$ cat src/rtl/uart_pkg.sv
// Shared UART definitions: FSM state encoding and frame geometry for the rx/tx pair.
// No logic; combinational constants only, no flow control.
package uart_pkg;

  localparam int UART_DATA_BITS = 8;

  typedef enum logic [1:0] {
    IDLE,
    START,
    DATA,
    STOP
  } uart_state_t;

endpackage

$ cat src/rtl/uart_sync.sv
// Two-flop synchroniser for an async input, plus one further delayed copy for edge detection.
// Latency 2 cycles to q, 3 to q_prev; no backpressure (free-running).
module uart_sync #(
  parameter logic RESET_VAL = 1'b1
) (
  input  logic clk,
  input  logic rst,
  input  logic d,
  output logic q,
  output logic q_prev
);

  logic meta;

  always_ff @(posedge clk or negedge rst) begin
    if (!rst) begin
      meta   <= RESET_VAL;
      q      <= RESET_VAL;
      q_prev <= RESET_VAL;
    end else begin
      meta   <= d;
      q      <= meta;
      q_prev <= q;
    end
  end

endmodule

$ cat src/rtl/uart_rx.sv
// 8N1 UART receiver: mid-bit start validation, LSB-first data sampling, stop check, 1-cycle valid/error pulses.
// Latency CLKS_PER_BIT/2 + 9*CLKS_PER_BIT + 4 cycles from line fall to rx_valid; no backpressure (consumer must accept each pulse).
module uart_rx
  import uart_pkg::*;
#(
  parameter int CLKS_PER_BIT = 16
) (
  input  logic       clk,
  input  logic       rst,
  input  logic       rx_serial,
  output logic [7:0] rx_data,
  output logic       rx_valid,
  output logic       rx_frame_err,
  output logic       rx_busy
);

  localparam int CNT_W = $clog2(CLKS_PER_BIT);
  localparam logic [CNT_W-1:0] HALF_M1 = CNT_W'(CLKS_PER_BIT / 2 - 1);
  localparam logic [CNT_W-1:0] FULL_M1 = CNT_W'(CLKS_PER_BIT - 1);
  localparam logic [2:0]       LAST_BIT = 3'(UART_DATA_BITS - 1);

  logic             s_line;
  logic             s_prev;
  logic             fall;
  uart_state_t      state, state_nxt;
  logic [CNT_W-1:0] cnt, cnt_nxt;
  logic [2:0]       bit_idx, bit_idx_nxt;
  logic [7:0]       shift, shift_nxt;
  logic [7:0]       rx_data_nxt;
  logic             valid_nxt;
  logic             err_nxt;

  uart_sync #(.RESET_VAL(1'b1)) u_sync (
    .clk    (clk),
    .rst    (rst),
    .d      (rx_serial),
    .q      (s_line),
    .q_prev (s_prev)
  );

  // Edge rather than level, so a held-low line (break) cannot restart a frame.
  assign fall    = !s_line && s_prev;
  assign rx_busy = (state != IDLE);

  always_comb begin
    state_nxt   = state;
    cnt_nxt     = cnt + 1'b1;
    bit_idx_nxt = bit_idx;
    shift_nxt   = shift;
    rx_data_nxt = rx_data;
    valid_nxt   = 1'b0;
    err_nxt     = 1'b0;
    case (state)
      IDLE: begin
        cnt_nxt = '0;
        if (fall) state_nxt = START;
      end
      START: begin
        if (cnt == HALF_M1) begin
          cnt_nxt = '0;
          if (!s_line) begin
            state_nxt   = DATA;
            bit_idx_nxt = '0;
          end else begin
            state_nxt = IDLE;
          end
        end
      end
      DATA: begin
        if (cnt == FULL_M1) begin
          cnt_nxt            = '0;
          shift_nxt[bit_idx] = s_line;
          if (bit_idx == LAST_BIT) state_nxt = STOP;
          else bit_idx_nxt = bit_idx + 3'd1;
        end
      end
      STOP: begin
        // Leave at mid-stop so the next start edge has half a bit of slack.
        if (cnt == FULL_M1) begin
          cnt_nxt   = '0;
          state_nxt = IDLE;
          if (s_line) begin
            rx_data_nxt = shift;
            valid_nxt   = 1'b1;
          end else begin
            err_nxt = 1'b1;
          end
        end
      end
      default: state_nxt = IDLE;
    endcase
  end

  always_ff @(posedge clk or negedge rst) begin
    if (!rst) begin
      state        <= IDLE;
      cnt          <= '0;
      bit_idx      <= '0;
      shift        <= '0;
      rx_data      <= 8'h00;
      rx_valid     <= 1'b0;
      rx_frame_err <= 1'b0;
    end else begin
      state        <= state_nxt;
      cnt          <= cnt_nxt;
      bit_idx      <= bit_idx_nxt;
      shift        <= shift_nxt;
      rx_data      <= rx_data_nxt;
      rx_valid     <= valid_nxt;
      rx_frame_err <= err_nxt;
    end
  end

endmodule

$ cat config.mk
export PLATFORM = sky130hd
export DESIGN_NAME = uart_rx
export DESIGN_NICKNAME = d
export VERILOG_FILES = /design/src/rtl/uart_pkg.sv /design/src/rtl/uart_sync.sv /design/src/rtl/uart_rx.sv
export SDC_FILE = /design/constraint.sdc
export NUM_CORES = 1
export LEC_CHECK = 0
export CORE_AREA = 2 2 64 66
export CTS_CLUSTER_SIZE = 8
export DETAILED_ROUTE_END_ITERATION = 10
export DIE_AREA = 0 0 66 68
export PLACE_DENSITY = 0.63
export SETUP_SLACK_MARGIN = 0.02
export SLEW_MARGIN = 25
export SYNTH_ARGS = -nofsm -noshare
export SYNTH_HDL_FRONTEND = slang
export SYNTH_HIERARCHICAL = 1
export SYNTH_SLANG_ARGS = --single-unit
$ cat constraint.sdc
create_clock -name clk -period 3.3 [get_ports clk]
set_clock_uncertainty 0.15 [all_clocks]
set_input_delay 0.825 -clock clk [delete_from_list [all_inputs] [get_ports clk]]
set_output_delay 0.825 -clock clk [all_outputs]
set_load 0.01 [all_outputs]
Figure 1. M3 wires (run 1).
Scale: 6 px per um.
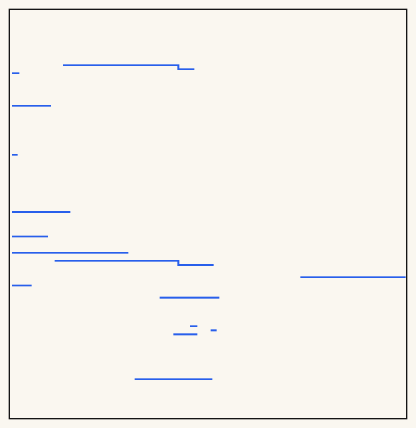
The longest straight run is 20.5 um. The layer carries 139 um of wire. The wires run mostly horizontal. The layer holds 6.6% of the routed length.
total via count after detailed routing: 824
met3 Track Usage GR: 4.44%

Figure 2. Sequential cells grouped by signal name (run 1).
Scale: 8 px per um.
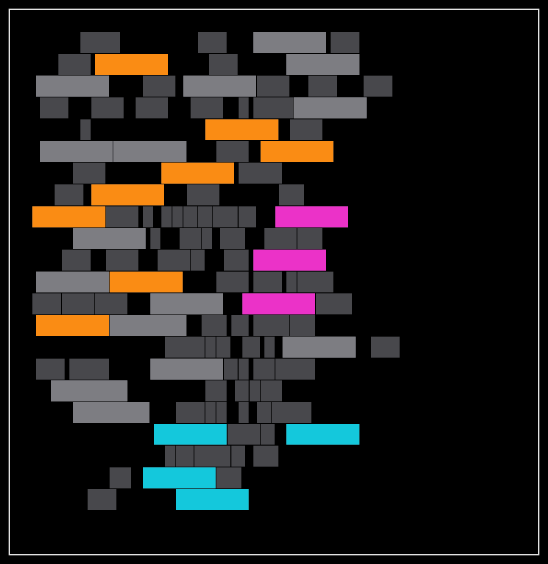
bit_idx: drawn in magenta, flops 3. cnt: drawn in cyan, flops 4. shift: drawn in orange, flops 8.
sequential-cell power consumption: 0.473 mW
share of the core filled with cells: 40.3%
flip-flop and latch area: 754 um2
flip-flop and latch share of the layout cell area: 48.6%

==> PnR_summary.wiki, run 1 <==
== Run summary ==
{| class="wikitable"
! Metric !! Value
|-
| Syn Nets || 105
|-
| Worst r2r src || bit_idx[0]
|-
| Post-CTS setup buffer count || 0
|-
| Number of placed instances with taps included || 158
|-
| Number of cells in the yosys synthesis report || a little under 100
|-
| Post-route non-filler standard cell count || 166
|-
| Filler cells || approximately 380
|-
| Cell depth of the worst min-delay path || 0
|-
| Global router's overall resource usage || around an eighth
|-
| Violation tally from detailed-route iteration zero || 22
|-
| GRT Residual Overflow || 0
|-
| Post-DRT Antenna Nets || 0
|-
| Register-to-register path setup slack || approximately 1.5 ns
|-
| Total Neg Setup Slack || 0 ns
|-
| Startpoint class of the critical path || flip-flop
|-
| Endpoint with the worst hold slack || u_sync/q
|-
| Total of warnings raised by yosys || 6
|-
| Adder-cell share of the synthesized area || under 10%
|-
| # Max-Cap Violations || 0
|-
| Share of the clock period used by the worst path || 78.6%
|-
| Largest vdd supply drop || 0.382 mV
|-
| Worst hold path startpoint || u_sync/meta
|-
| Average wire length per cell after detail routing || 12.7 um
|-
| Chip footprint || 4490 um2
|-
| Hold_ws || between 0.2 and 0.25 ns
|-
| Worst path slowest cell || sky130_fd_sc_hd__dfrtp_1
|-
| R2R cell count || 5
|-
| Largest combinational cell category by area || multiplexers
|-
| Number of top-level pins || 14
|-
| Fraction of synthesized area in multiplexers || 15.0%
|-
| Register share after synthesis || slightly below 60%
|-
| Proportion of synthesized flip-flops having asynchronous set or reset || 100%
|-
| Peak fanout along the critical path || 13
|-
| Class of the worst hold path || reg -> reg
|-
| Pwr per Cell Area || between 500 and 600 nW/um2
|-
| Xor and xnor area share after synthesis || 1.35%
|-
| CTS tree || yes
|-
| Starting Density || 33.7%
|-
| Critical path buffer and inverter count || 2
|-
| Most used flip-flop cell after synthesis || sky130_fd_sc_hd__dfrtp_1
|-
| Die outline height || 68 um
|-
| Worst setup path end || rx_busy
|-
| Syn avg cell area || 13.1 um2
|-
| Max-slew violations || 0
|-
| Endpoints failing setup || 0
|-
| Number of vias per cell || 4.96
|-
| Seq cells post-synth || 30
|-
| Initial antenna violation count || 0
|-
| Simple-gate share of the synthesized area || 14.7%
|-
| Number of clock sinks || 30
|-
| Horizontal die dimension || 66 um
|-
| Normalized max-slew margin || 75.0%
|-
| Most frequent cells in the layout || sky130_fd_sc_hd__dfrtp_1, sky130_fd_sc_hd__mux2_2, sky130_fd_sc_hd__clkdlybuf4s50_1
|-
| Minimum clock period || 2.60 ns
|-
| Reg-to-reg critical path endpoint || bit_idx[0]
|-
| Tool Warnings || 26
|-
| Fraction of final layout cells sized beyond drive strength 1 || 26.7%
|-
| Critical Path Max Stage Delay || 0.51 ns
|-
| Fraction of the mapped netlist area in compound gates || 4.62%
|-
| Global-route wire length before repair || between 3000 and 4000 um
|-
| H-tree Lvls || 2
|-
| Hold buffer count at CTS || 0
|-
| Clk pin slew, worst setup/hold paths || 0.06 ns
|-
| Number of enable flip-flop cells || 0
|-
| Critical Path End Type || output port
|-
| Largest net degree at the start of global routing || 31
|-
| CTS-repair resized insts || 0
|-
| Footprint of the multi-input gates || 502 um2
|-
| Clock buffers created by TritonCTS || 5
|-
| Antenna Diode Count || 0
|-
| Kind of cell with the highest combined delay on the critical path || buffers and inverters
|-
| WL final || 2110 um
|-
| Syn Std Cell Area || 1300 um2
|-
| Path type of the worst setup path || reg -> out
|-
| Root cell of the clock tree || sky130_fd_sc_hd__clkbuf_8
|-
| Number of global-route vias before repair || 819
|-
| Overall power of the completed layout || 0.912 mW
|-
| Post-place instance area || 1460 um2
|-
| Worst Slack Setup Final || 0.705 ns
|-
| CP Depth || 3
|-
| Result of the run || finished, final reports clean
|-
| Final Wtd Congestion || 0.730
|-
| CP cell instances || nor2_1 -> inv_1 -> clkdlybuf4s50_1
|-
| Port Buffer Count || 13
|-
| Least-Margin Pin Slew || approximately 0.38 ns
|-
| Static leakage || ~0.7 nW
|-
| Remaining design rule violation count || 0
|-
| RSZ-0062 raised after global routing || no
|-
| Cells after synthesis || 99
|-
| Unique masters post-synth || 34
|-
| Area reported by Yosys stat || 1300 um2
|-
| Deepest clock path buffer count || 2
|-
| Layout Nets || 121
|}
Figure 3. Placed cells, one colour a class (run 1).
Scale: 4 px per um.
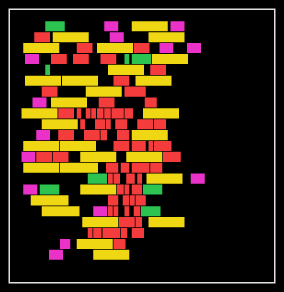
clock drivers and dummy loads: drawn in green, cells 8, share of their area 6.0%. combinational and other logic: drawn in red, cells 64, share of their area 34%. sequential cells: drawn in yellow, cells 30, share of their area 51%. remaining buffers and delay cells: drawn in magenta, cells 14, share of their area 9.2%.
Post-Layout Inst Area: 1550 um2
total number of placement rows: 23
core region area: 3860 um2

[run 1: synthesized netlist by cell type (2+ instances only)]
cell	instances	area, um2
sky130_fd_sc_hd__buf_6	2	22.5
sky130_fd_sc_hd__clkbuf_1	2	7.51
sky130_fd_sc_hd__mux2_1	2	22.5
sky130_fd_sc_hd__nand4b_1	2	17.5
sky130_fd_sc_hd__dfstp_2	3	78.8
sky130_fd_sc_hd__mux2_2	14	158
sky130_fd_sc_hd__a22o_1	3	26.3
sky130_fd_sc_hd__nor2_1	7	26.3
sky130_fd_sc_hd__inv_1	2	7.51
sky130_fd_sc_hd__nor3_1	2	10.0
sky130_fd_sc_hd__dfrtp_1	27	676
sky130_fd_sc_hd__ha_1	3	37.5
sky130_fd_sc_hd__nand2_1	5	18.8
sky130_fd_sc_hd__nand3_1	5	25.0
[run 1: routing by layer]
layer,vias up,track usage (%),share of wire [%]
li1,381,-,-
met1,417,13.0,41
met2,20,18.6,49
met3,6,4.44,6.6
met4,0,8.42,3.4
met5,-,0,0
[run 1: cell type report]
class | count | area share, %
Sequential cell | 30 | 48.6
Multi-Input combinational cell | 62 | 32.3
Timing Repair Buffer | 14 | 8.86
Clock buffer | 8 | 5.80
Tap cell | 50 | 4.03
Inverter | 2 | 0.483
[run 1: flip-flops by register name (all words and copies together), names as in the netlist, named ones only]
| name | count |
|---|---|
| u_sync/meta | 1 |
| rx_data | 8 |
| rx_frame_err | 1 |
| cnt | 4 |
| u_sync/q_prev | 1 |
| u_sync/q | 1 |
| shift | 8 |
| rx_valid | 1 |
| state | 1 |
| bit_idx | 3 |
[run 1: where the power goes]
part / internal (mW) / switching (mW)
registers: 0.409 / 0.0640
logic: 0.0716 / 0.0716
clock network: 0.170 / 0.126
total: 0.650 / 0.261
Figure 4. Metal layers overlaid (run 1).
Scale: 6 px per um. Only two layers are drawn.
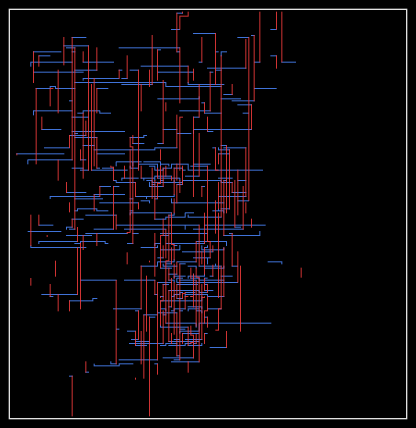

==> inputs of run 2 (changes only) <==
==> constraint.sdc (replaced) <==
create_clock -name clk -period 2.54 [get_ports clk]
set_clock_uncertainty 0.15 [all_clocks]
set_input_delay 0.635 -clock clk [delete_from_list [all_inputs] [get_ports clk]]
set_output_delay 0.635 -clock clk [all_outputs]
set_load 0.01 [all_outputs]
Figure 5. Metal layers overlaid (run 2).
Scale: 6 px per um. Only two layers are drawn.
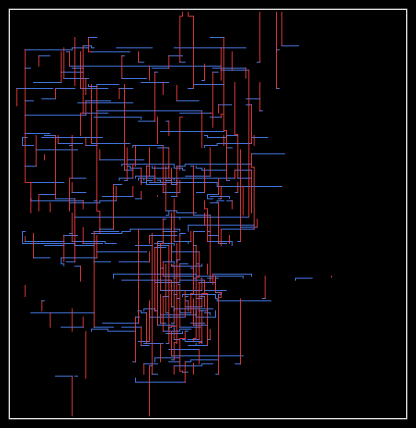
metal 1: drawn in blue, wire length 937 um. metal 2: drawn in red, wire length 974 um.
average wire length per cell after detail routing: 12.5 um
global router's overall resource usage: 11.4%
total via count after detailed routing: 786

==> PnR_summary.wiki, run 2 <==
== Run summary ==
{| class="wikitable"
! Metric !! Value
|-
| Result of the run || finished, final reports clean
|-
| Syn Std Cell Area || roughly 1300 um2
|-
| Proportion of netlist area held by the largest area contributor || ~52%
|-
| Port Buffer Count || 13
|-
| Die outline height || 68 um
|-
| Number of vias per cell || 4.73
|-
| Horizontal die dimension || 66 um
|-
| Register-to-register path setup slack || around 0.73 ns
|-
| Max-slew violations || 0
|-
| Post-Layout Inst Area || 1560 um2
|-
| GRT Residual Overflow || 0
|-
| Number of enable flip-flop cells || 0
|-
| Clock buffers created by TritonCTS || 5
|-
| Most used flip-flop cell after synthesis || sky130_fd_sc_hd__dfrtp_1
|-
| CTS tree || yes
|-
| Static leakage || roughly 0.7 nW
|-
| Cells after synthesis || approximately 100
|-
| Fraction of final layout cells sized beyond drive strength 1 || roughly 28%
|-
| Worst r2r src || bit_idx[0]
|-
| Post-place instance area || ~1500 um2
|-
| Antenna Diode Count || 0
|-
| Total of warnings raised by yosys || 6
|-
| Post-CTS setup buffer count || 0
|-
| Remaining design rule violation count || 0
|-
| Starting Density || 33.7%
|-
| Worst Slack Setup Final || roughly 0.15 ns
|-
| Class of the worst hold path || reg -> reg
|-
| Peak fanout along the critical path || 13
|-
| Post-synth area hogs || sky130_fd_sc_hd__dfrtp_1, sky130_fd_sc_hd__mux2_2, sky130_fd_sc_hd__dfstp_2
|-
| Initial antenna violation count || 0
|-
| Pwr per Cell Area || 767 nW/um2
|-
| Endpoints failing setup || 0
|-
| Critical Path Max Stage Delay || 0.57 ns
|-
| Largest vdd supply drop || 0.373 mV
|-
| Worst slack after detailed placement || ~0.45 ns
|-
| Number of clock sinks || 30
|-
| Reg-to-reg critical path endpoint || bit_idx[0]
|-
| Endpoint with the worst hold slack || u_sync/q
|-
| Cell depth of the worst min-delay path || 0
|-
| Number of cells in the yosys synthesis report || 99
|-
| Unique masters post-synth || 34
|-
| R2R cell count || 5
|-
| WL final || roughly 2100 um
|-
| Chip footprint || 4490 um2
|-
| Final hold vios || 0
|-
| Critical path buffer and inverter count || 2
|-
| Register share after synthesis || 58.0%
|-
| Hold buffer count at CTS || 0
|-
| Insertion delay at the late pin of the worst-skew pair || 0.29 ns
|-
| Startpoint class of the critical path || flip-flop
|-
| Total number of placement rows || 23
|-
| Cell type contributing the most total cell area after synthesis || sky130_fd_sc_hd__dfrtp_1
|-
| Violation tally from detailed-route iteration zero || 8
|-
| Root cell of the clock tree || sky130_fd_sc_hd__clkbuf_8
|-
| Least-Margin Pin Slew || about 0.37 ns
|-
| CP cell instances || nor2_1 -> inv_1 -> clkdlybuf4s50_1
|-
| Critical Path End Type || output port
|-
| Core region area || 3860 um2
|-
| H-tree Lvls || 2
|-
| CP Depth || 3
|-
| Seq cells post-synth || 30
|-
| Post-DRT Antenna Nets || 0
|-
| Worst setup path end || rx_busy
|-
| Layout Nets || 121
|-
| List of most frequent post-synthesis cells || sky130_fd_sc_hd__dfrtp_1, sky130_fd_sc_hd__mux2_2, sky130_fd_sc_hd__nor2_1
|-
| Clk pin slew, worst setup/hold paths || 0.06 ns
|-
| Worst path slowest cell || sky130_fd_sc_hd__dfrtp_1
|-
| Minimum clock period || between 2 and 2.5 ns
|-
| Total Neg Setup Slack || 0 ns
|-
| Proportion of synthesized flip-flops having asynchronous set or reset || 100%
|-
| Yosys top cell by instances || sky130_fd_sc_hd__dfrtp_1
|-
| Path type of the worst setup path || reg -> out
|-
| Tool Warnings || 26
|-
| Syn avg cell area || 13.1 um2
|-
| Kind of cell with the highest combined delay on the critical path || buffers and inverters
|-
| Number of global-route vias before repair || 803
|-
| Global-route wire length before repair || 3680 um
|-
| Share of the clock period used by the worst path || 94.1%
|-
| Final Wtd Congestion || 0.739
|-
| Normalized max-slew margin || about three quarters
|-
| RSZ-0062 raised after global routing || no
|-
| Area reported by Yosys stat || ~1300 um2
|-
| # Max-Cap Violations || 0
|-
| Largest regs || rx_data (8), shift (8), cnt (4)
|-
| Syn Nets || 105
|-
| Worst hold path startpoint || u_sync/meta
|-
| CTS-repair resized insts || 0
|-
| Number of top-level pins || 14
|-
| Most frequent cells in the layout || sky130_fd_sc_hd__dfrtp_1, sky130_fd_sc_hd__mux2_2, sky130_fd_sc_hd__clkdlybuf4s50_1
|-
| Largest net degree at the start of global routing || 31
|-
| Deepest clock path buffer count || 2
|-
| Detailed placer's ending HPWL || around 1400 um
|}
Figure 6. Cell outlines without signal wires (run 2).
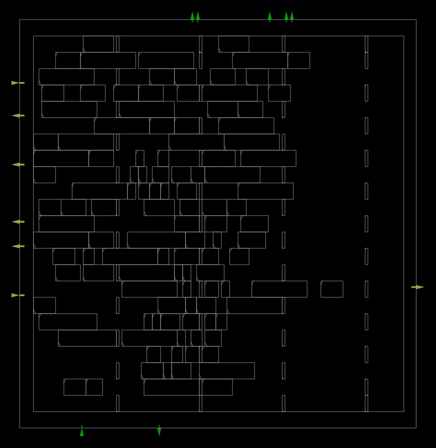
share of the core filled with cells: 40.4%
tap cell count: 50
Filler cells: 377
post-route non-filler standard cell count: 166
count of flip-flops and latches: 30

==> run 2: cell counts after synthesis <==
No cell type changed its count.
==> run 2: logic make-up after synthesis <==
group	synth area share, %
xor+xnor	1.35
buf+inv	3.46
flops	58.0
compound gates	4.62
fa+ha+maj	2.88
mux	15.0
simple gates	14.7
==> run 2: layout make-up <==
| type | instances | area [um2] | share of cell area, % |
|---|---|---|---|
| repair buffers | 14 | 138 | 8.83 |
| well taps | 50 | 62.6 | 4.01 |
| inverters | 2 | 7.51 | 0.482 |
| flip-flops and latches | 30 | 754 | 48.4 |
| clock inverters | 2 | 12.5 | 0.803 |
| clock buffers | 6 | 82.6 | 5.30 |
| multi-input cells | 62 | 502 | 32.2 |
==> run 2: metrics by stage <==
step | power, mW | util [%] | hold slack (ns) | cells
floorplan | 0.764 | - | 0.189 | 99
global placement | 0.788 | 38.0 | 0.197 | 158
detailed placement | 0.804 | 38.0 | 0.200 | 158
CTS | 1.21 | 40.4 | 0.209 | 166
global route | 1.27 | 40.4 | 0.209 | 166
finish | 1.20 | 40.4 | 0.206 | 166
==> run 2: routing by layer <==
layer / vias up / routed length, um / track usage, %
met1: 386 / 936 / 13.3
met2: 12 / 973 / 17.4
met3: 7 / 90 / 4.61
met4: 0 / 66 / 7.65
li1: 381 / - / -
met5: - / 0 / 0
==> run 2: power by group <==
part	total [mW]	switching (mW)	internal (mW)
clock network	0.398	0.180	0.217
logic	0.181	0.0871	0.0939
registers	0.617	0.0853	0.531
Power and IR drop assume default switching activity.
